--- src/rtl/alu_pkg.sv ---
// Shared encodings for the ALU compare path: FSM states and the {gt,lt,eq}
// result codes.
package alu_pkg;

    localparam logic [1:0] ST_IDLE = 2'd0;
    localparam logic [1:0] ST_SCAN = 2'd1;
    localparam logic [1:0] ST_DONE = 2'd2;

    // One-hot result selects packed as {gt, lt, eq}
    localparam logic [2:0] CMP_NONE = 3'b000;
    localparam logic [2:0] CMP_GT   = 3'b100;
    localparam logic [2:0] CMP_LT   = 3'b010;
    localparam logic [2:0] CMP_EQ   = 3'b001;

endpackage

--- src/rtl/cmp_bit_cell.sv ---
// Single-bit slice of the magnitude compare chain. It reports a new
// decision only when no upper bit has already decided.
module cmp_bit_cell (
    input  logic a_bit,
    input  logic b_bit,
    input  logic msb_signed,
    input  logic upper_decided,
    output logic bit_gt,
    output logic bit_lt,
    output logic decided_out
);

    logic differ;
    logic a_wins;

    always_comb begin
        differ      = a_bit ^ b_bit;
        // On a signed MSB the set bit marks the negative (smaller) operand
        a_wins      = msb_signed ? b_bit : a_bit;
        bit_gt      = differ & ~upper_decided & a_wins;
        bit_lt      = differ & ~upper_decided & ~a_wins;
        decided_out = differ | upper_decided;
    end

endmodule

--- src/rtl/alu_cmp_seq.sv ---
// Bit-serial magnitude comparator: latches operands on start, scans MSB to
// LSB through one shared cmp_bit_cell and reports gt/lt/eq with a done pulse.
module alu_cmp_seq
    import alu_pkg::*;
#(
    parameter int WIDTH      = 8,
    parameter bit EARLY_EXIT = 1'b1
) (
    input  logic                     clk,
    input  logic                     rst_n,
    input  logic                     start,
    input  logic                     abort,
    input  logic                     is_signed,
    input  logic [WIDTH-1:0]         op_a,
    input  logic [WIDTH-1:0]         op_b,
    output logic                     busy,
    output logic                     done,
    output logic                     gt,
    output logic                     lt,
    output logic                     eq,
    output logic [$clog2(WIDTH)-1:0] bit_idx
);

    localparam int               IDX_W   = $clog2(WIDTH);
    localparam logic [IDX_W-1:0] IDX_MSB = IDX_W'(WIDTH - 1);

    logic [1:0]       state_q, state_d;
    logic [WIDTH-1:0] a_q, a_d;
    logic [WIDTH-1:0] b_q, b_d;
    logic             signed_q, signed_d;
    logic [IDX_W-1:0] idx_q, idx_d;
    logic             decided_q, decided_d;
    logic [2:0]       res_q, res_d;

    logic cell_gt;
    logic cell_lt;
    logic cell_decided;
    logic msb_signed;

    assign msb_signed = signed_q && (idx_q == IDX_MSB);

    cmp_bit_cell u_cell (
        .a_bit        (a_q[idx_q]),
        .b_bit        (b_q[idx_q]),
        .msb_signed   (msb_signed),
        .upper_decided(decided_q),
        .bit_gt       (cell_gt),
        .bit_lt       (cell_lt),
        .decided_out  (cell_decided)
    );

    always_comb begin
        state_d   = state_q;
        a_d       = a_q;
        b_d       = b_q;
        signed_d  = signed_q;
        idx_d     = idx_q;
        decided_d = decided_q;
        res_d     = res_q;

        case (state_q)
            ST_IDLE, ST_DONE: begin
                state_d = ST_IDLE;
                if (start) begin
                    a_d       = op_a;
                    b_d       = op_b;
                    signed_d  = is_signed;
                    idx_d     = IDX_MSB;
                    decided_d = 1'b0;
                    res_d     = CMP_NONE;
                    state_d   = ST_SCAN;
                end
            end
            ST_SCAN: begin
                if (abort) begin
                    state_d   = ST_IDLE;
                    decided_d = 1'b0;
                    res_d     = CMP_NONE;
                end else begin
                    if (cell_gt) begin
                        res_d = CMP_GT;
                    end else if (cell_lt) begin
                        res_d = CMP_LT;
                    end
                    decided_d = cell_decided;
                    // With early exit, decided here can only mean this bit differs
                    if (EARLY_EXIT && cell_decided) begin
                        state_d = ST_DONE;
                    end else if (idx_q == '0) begin
                        if (!cell_decided) begin
                            res_d = CMP_EQ;
                        end
                        state_d = ST_DONE;
                    end else begin
                        idx_d = idx_q - 1'b1;
                    end
                end
            end
            default: begin
                state_d = ST_IDLE;
            end
        endcase
    end

    always_ff @(posedge clk or negedge rst_n) begin
        if (!rst_n) begin
            state_q   <= ST_IDLE;
            a_q       <= '0;
            b_q       <= '0;
            signed_q  <= 1'b0;
            idx_q     <= IDX_MSB;
            decided_q <= 1'b0;
            res_q     <= CMP_NONE;
        end else begin
            state_q   <= state_d;
            a_q       <= a_d;
            b_q       <= b_d;
            signed_q  <= signed_d;
            idx_q     <= idx_d;
            decided_q <= decided_d;
            res_q     <= res_d;
        end
    end

    assign busy    = (state_q == ST_SCAN);
    assign done    = (state_q == ST_DONE);
    assign gt      = res_q[2];
    assign lt      = res_q[1];
    assign eq      = res_q[0];
    assign bit_idx = idx_q;

endmodule
--- config.mk ---
export PLATFORM = sky130hd
export DESIGN_NAME = alu_cmp_seq
export DESIGN_NICKNAME = d
export VERILOG_FILES = /design/src/rtl/alu_pkg.sv /design/src/rtl/cmp_bit_cell.sv /design/src/rtl/alu_cmp_seq.sv
export SDC_FILE = /design/constraint.sdc
export NUM_CORES = 1
export LEC_CHECK = 0
export ABC_AREA = 1
export CAP_MARGIN = 30
export CORE_ASPECT_RATIO = 2
export CORE_MARGIN = 5
export CORE_UTILIZATION = 50
export DETAILED_ROUTE_END_ITERATION = 6
export PLACE_DENSITY = 0.76
export REMOVE_ABC_BUFFERS = 1
export SYNTH_ARGS = -nofsm -noshare
export SYNTH_HDL_FRONTEND = slang
export SYNTH_SLANG_ARGS = --single-unit
export TNS_END_PERCENT = 20
--- constraint.sdc ---
create_clock -name clk -period 2.4 [get_ports clk]
set_clock_uncertainty 0.2 [all_clocks]
set_input_delay 0.24 -clock clk [delete_from_list [all_inputs] [get_ports clk]]
set_output_delay 0.24 -clock clk [all_outputs]
set_load 0.01 [all_outputs]
==> out/results.ini <==
[yosys]
ff_type=dfrtp_1
synth-compound-area-share_pct=5.113
yosys_warnings=0
edf_count=0
muxShareOfSynthArea_pct=3.899
yosys_area_sq_um=1444
ys_ff=26

[power_and_ir_drop]
p_sw_share_pct=42.06
p_switching_w=0.0009612
combPwrFrac_pct=51.2
power_leader=combinational cells
p_clk_w=0.000361
p_total_w=0.002285

[critical_path]
cp-startpoint=bit_idx[0]
setup.worst_path.class=register to output port
cp.buffers_inverters=1
cp_max_fo=13
cp-start-kind=register
critPathCaptureType=output port
slowest_stage=dfstp_2
required_ns=1.96

[grt]
grt_pass1_vias=1234
grt.overflow.total=0

[sta]
max_freq_ghz=0.5015
post-route-min-period_ns=1.994
fin_setup_tns_ns=0
tightest_slew_ns=0.6646
final-max-slew-violation-count=0
max_slew_margin_pct=55.59
setup_viol_count_final=0

[placed_design]
gp_congestion=0.8430

[cts]
cts_tree=yes
numCtsBuffers=3
htreeDepth=1
worstSkewPairLatency_ns=0.27

[floorplanning]
die_area_sq_um=4128
rows=27
die_w_microns=48

[route]
avgViaCountPerCell=4.963
drcViolationCount=0
firstDrtPassIters=4

[worst_hold_path]
min_path_type=input pin to asynchronous set/reset pin

[finish]
lay_top_cells=60 x nand2_1, 28 x clkdlybuf4s50_1, 23 x dfrtp_1

[run_status]
status=completed

[flow_run]
cap_violations=0

[synth_stat cells, types with 2 or more instances]
library cell   n  area share, %
nand2_1       60             16
dfrtp_1       23             40
inv_1         20            5.2
nand3_1       17            5.9
nor2_1        14            3.6
a21oi_1       12            4.2
mux2_2         5            3.9
inv_2          4            1.0
nand2_2        4            1.7
nand3_2        4            2.8
dfstp_2        3            5.5
ha_1           3            2.6
nand2_4        2            1.6
[cell type report]
type / count / area [sq um]
Inverter: 24 / 90.09
Timing Repair Buffer: 31 / 302.8
Clock inverter: 1 / 30.03
Clock buffer: 3 / 41.29
Tap cell: 29 / 36.28
Fill cell: 222 / 953.4
Sequential cell: 26 / 654.4
Multi-Input combinational cell: 127 / 661.9
[stage by stage]
stage	cell area (sq um)	util, %	instances	setup slack, ns	hold WS, ns
5_1_grt	1817	65.58	241	0.1990	0.1610
3_3_place_gp	1745	63.01	237	0.5156	0.2873
2_1_floorplan	1406	-	177	0.5763	-0.2556
3_5_place_dp	1745	63.01	237	0.4317	0.3012
4_1_cts	1817	65.58	241	0.4078	0.1422
6_report	1817	65.58	241	0.4058	0.1276
[final timing paths]
kind	end	slack (ns)	cells after the start
max	bit_idx[0]	0.41	1
min	decided_q	0.13	2
max reg2reg	res_q[2]	0.43	13
min reg2reg	res_q[0]	0.31	2
max in group asynchronous	bit_idx[1]	1.58	2
min in group clk	res_q[0]	0.31	2
[registers in the layout, summed over array words and instances (netlist names)]
register	count
b_q	8
bit_idx	3
a_q	8
res_q	3
signed_q	1
decided_q	1
state_q	2
[layer usage]
layer	global-route usage, %	vias to the layer above	wire, microns
met2	29.07	18	1624
met4	8.824	0	84
met5	0	-	0
met3	2.101	7	95
met1	17.15	551	1103
li1	-	620	-
layer_met1.png
Supply wires on this layer in gray.
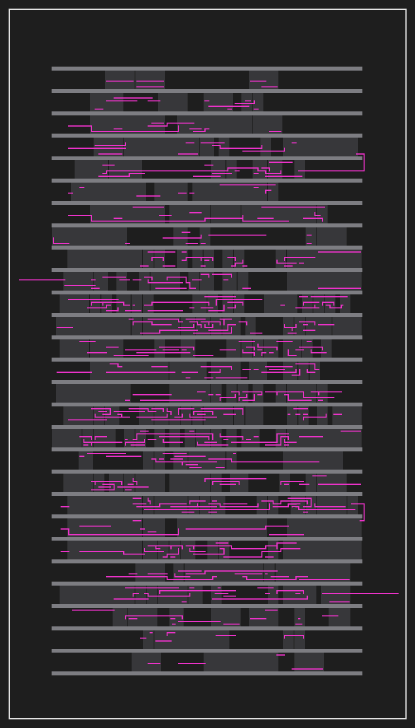
share of all routed wire = 38%
wire length on this layer = 1100 microns
nets with wire on the layer = 209
longest straight run = 15.2 microns

io_fan.png
The bar under the picture is 10 microns long.
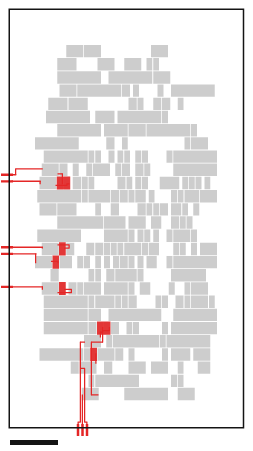
red -> `op_a`  # bits 8, direction input, edge 5 left, 3 bottom, end cells 8, buffers 8, wire 112 microns
I/O Pins: 29
Port Buf Inserts: 28

layer_met2.png
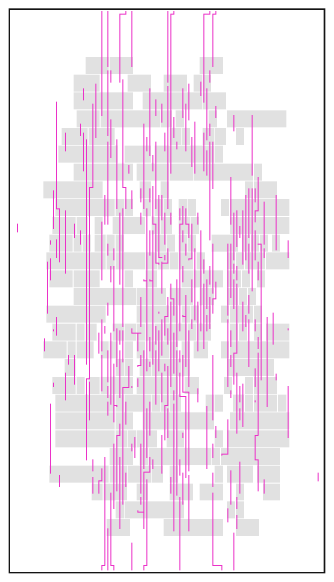
longest straight run = 34.3 microns
share of all routed wire = 56%
DR vias: 1196
met2 Track Usage GR: 29.07%
WL final: 2907 microns

flops_by_reg.png
Other sequential cells in the stronger gray, the rest of the logic in the fainter gray.
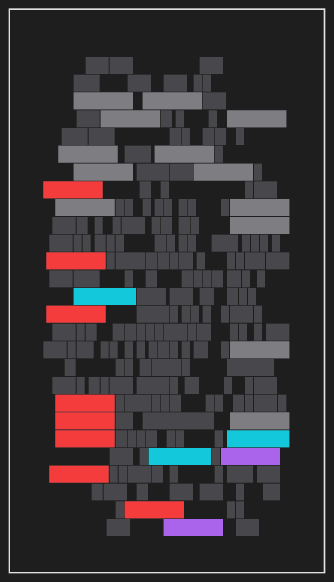
cyan -> `bit_idx`  # sequential cells 3
purple -> `state_q`  # sequential cells 2
red -> `a_q`  # sequential cells 8
sequential cell area share: 36.02%
Seq. cell area: 654.4 sq um
seq pwr: 0.000754 W
Util after Layout: 65.58%

Power figures rest on the tool's default switching activity, not on a simulated workload.
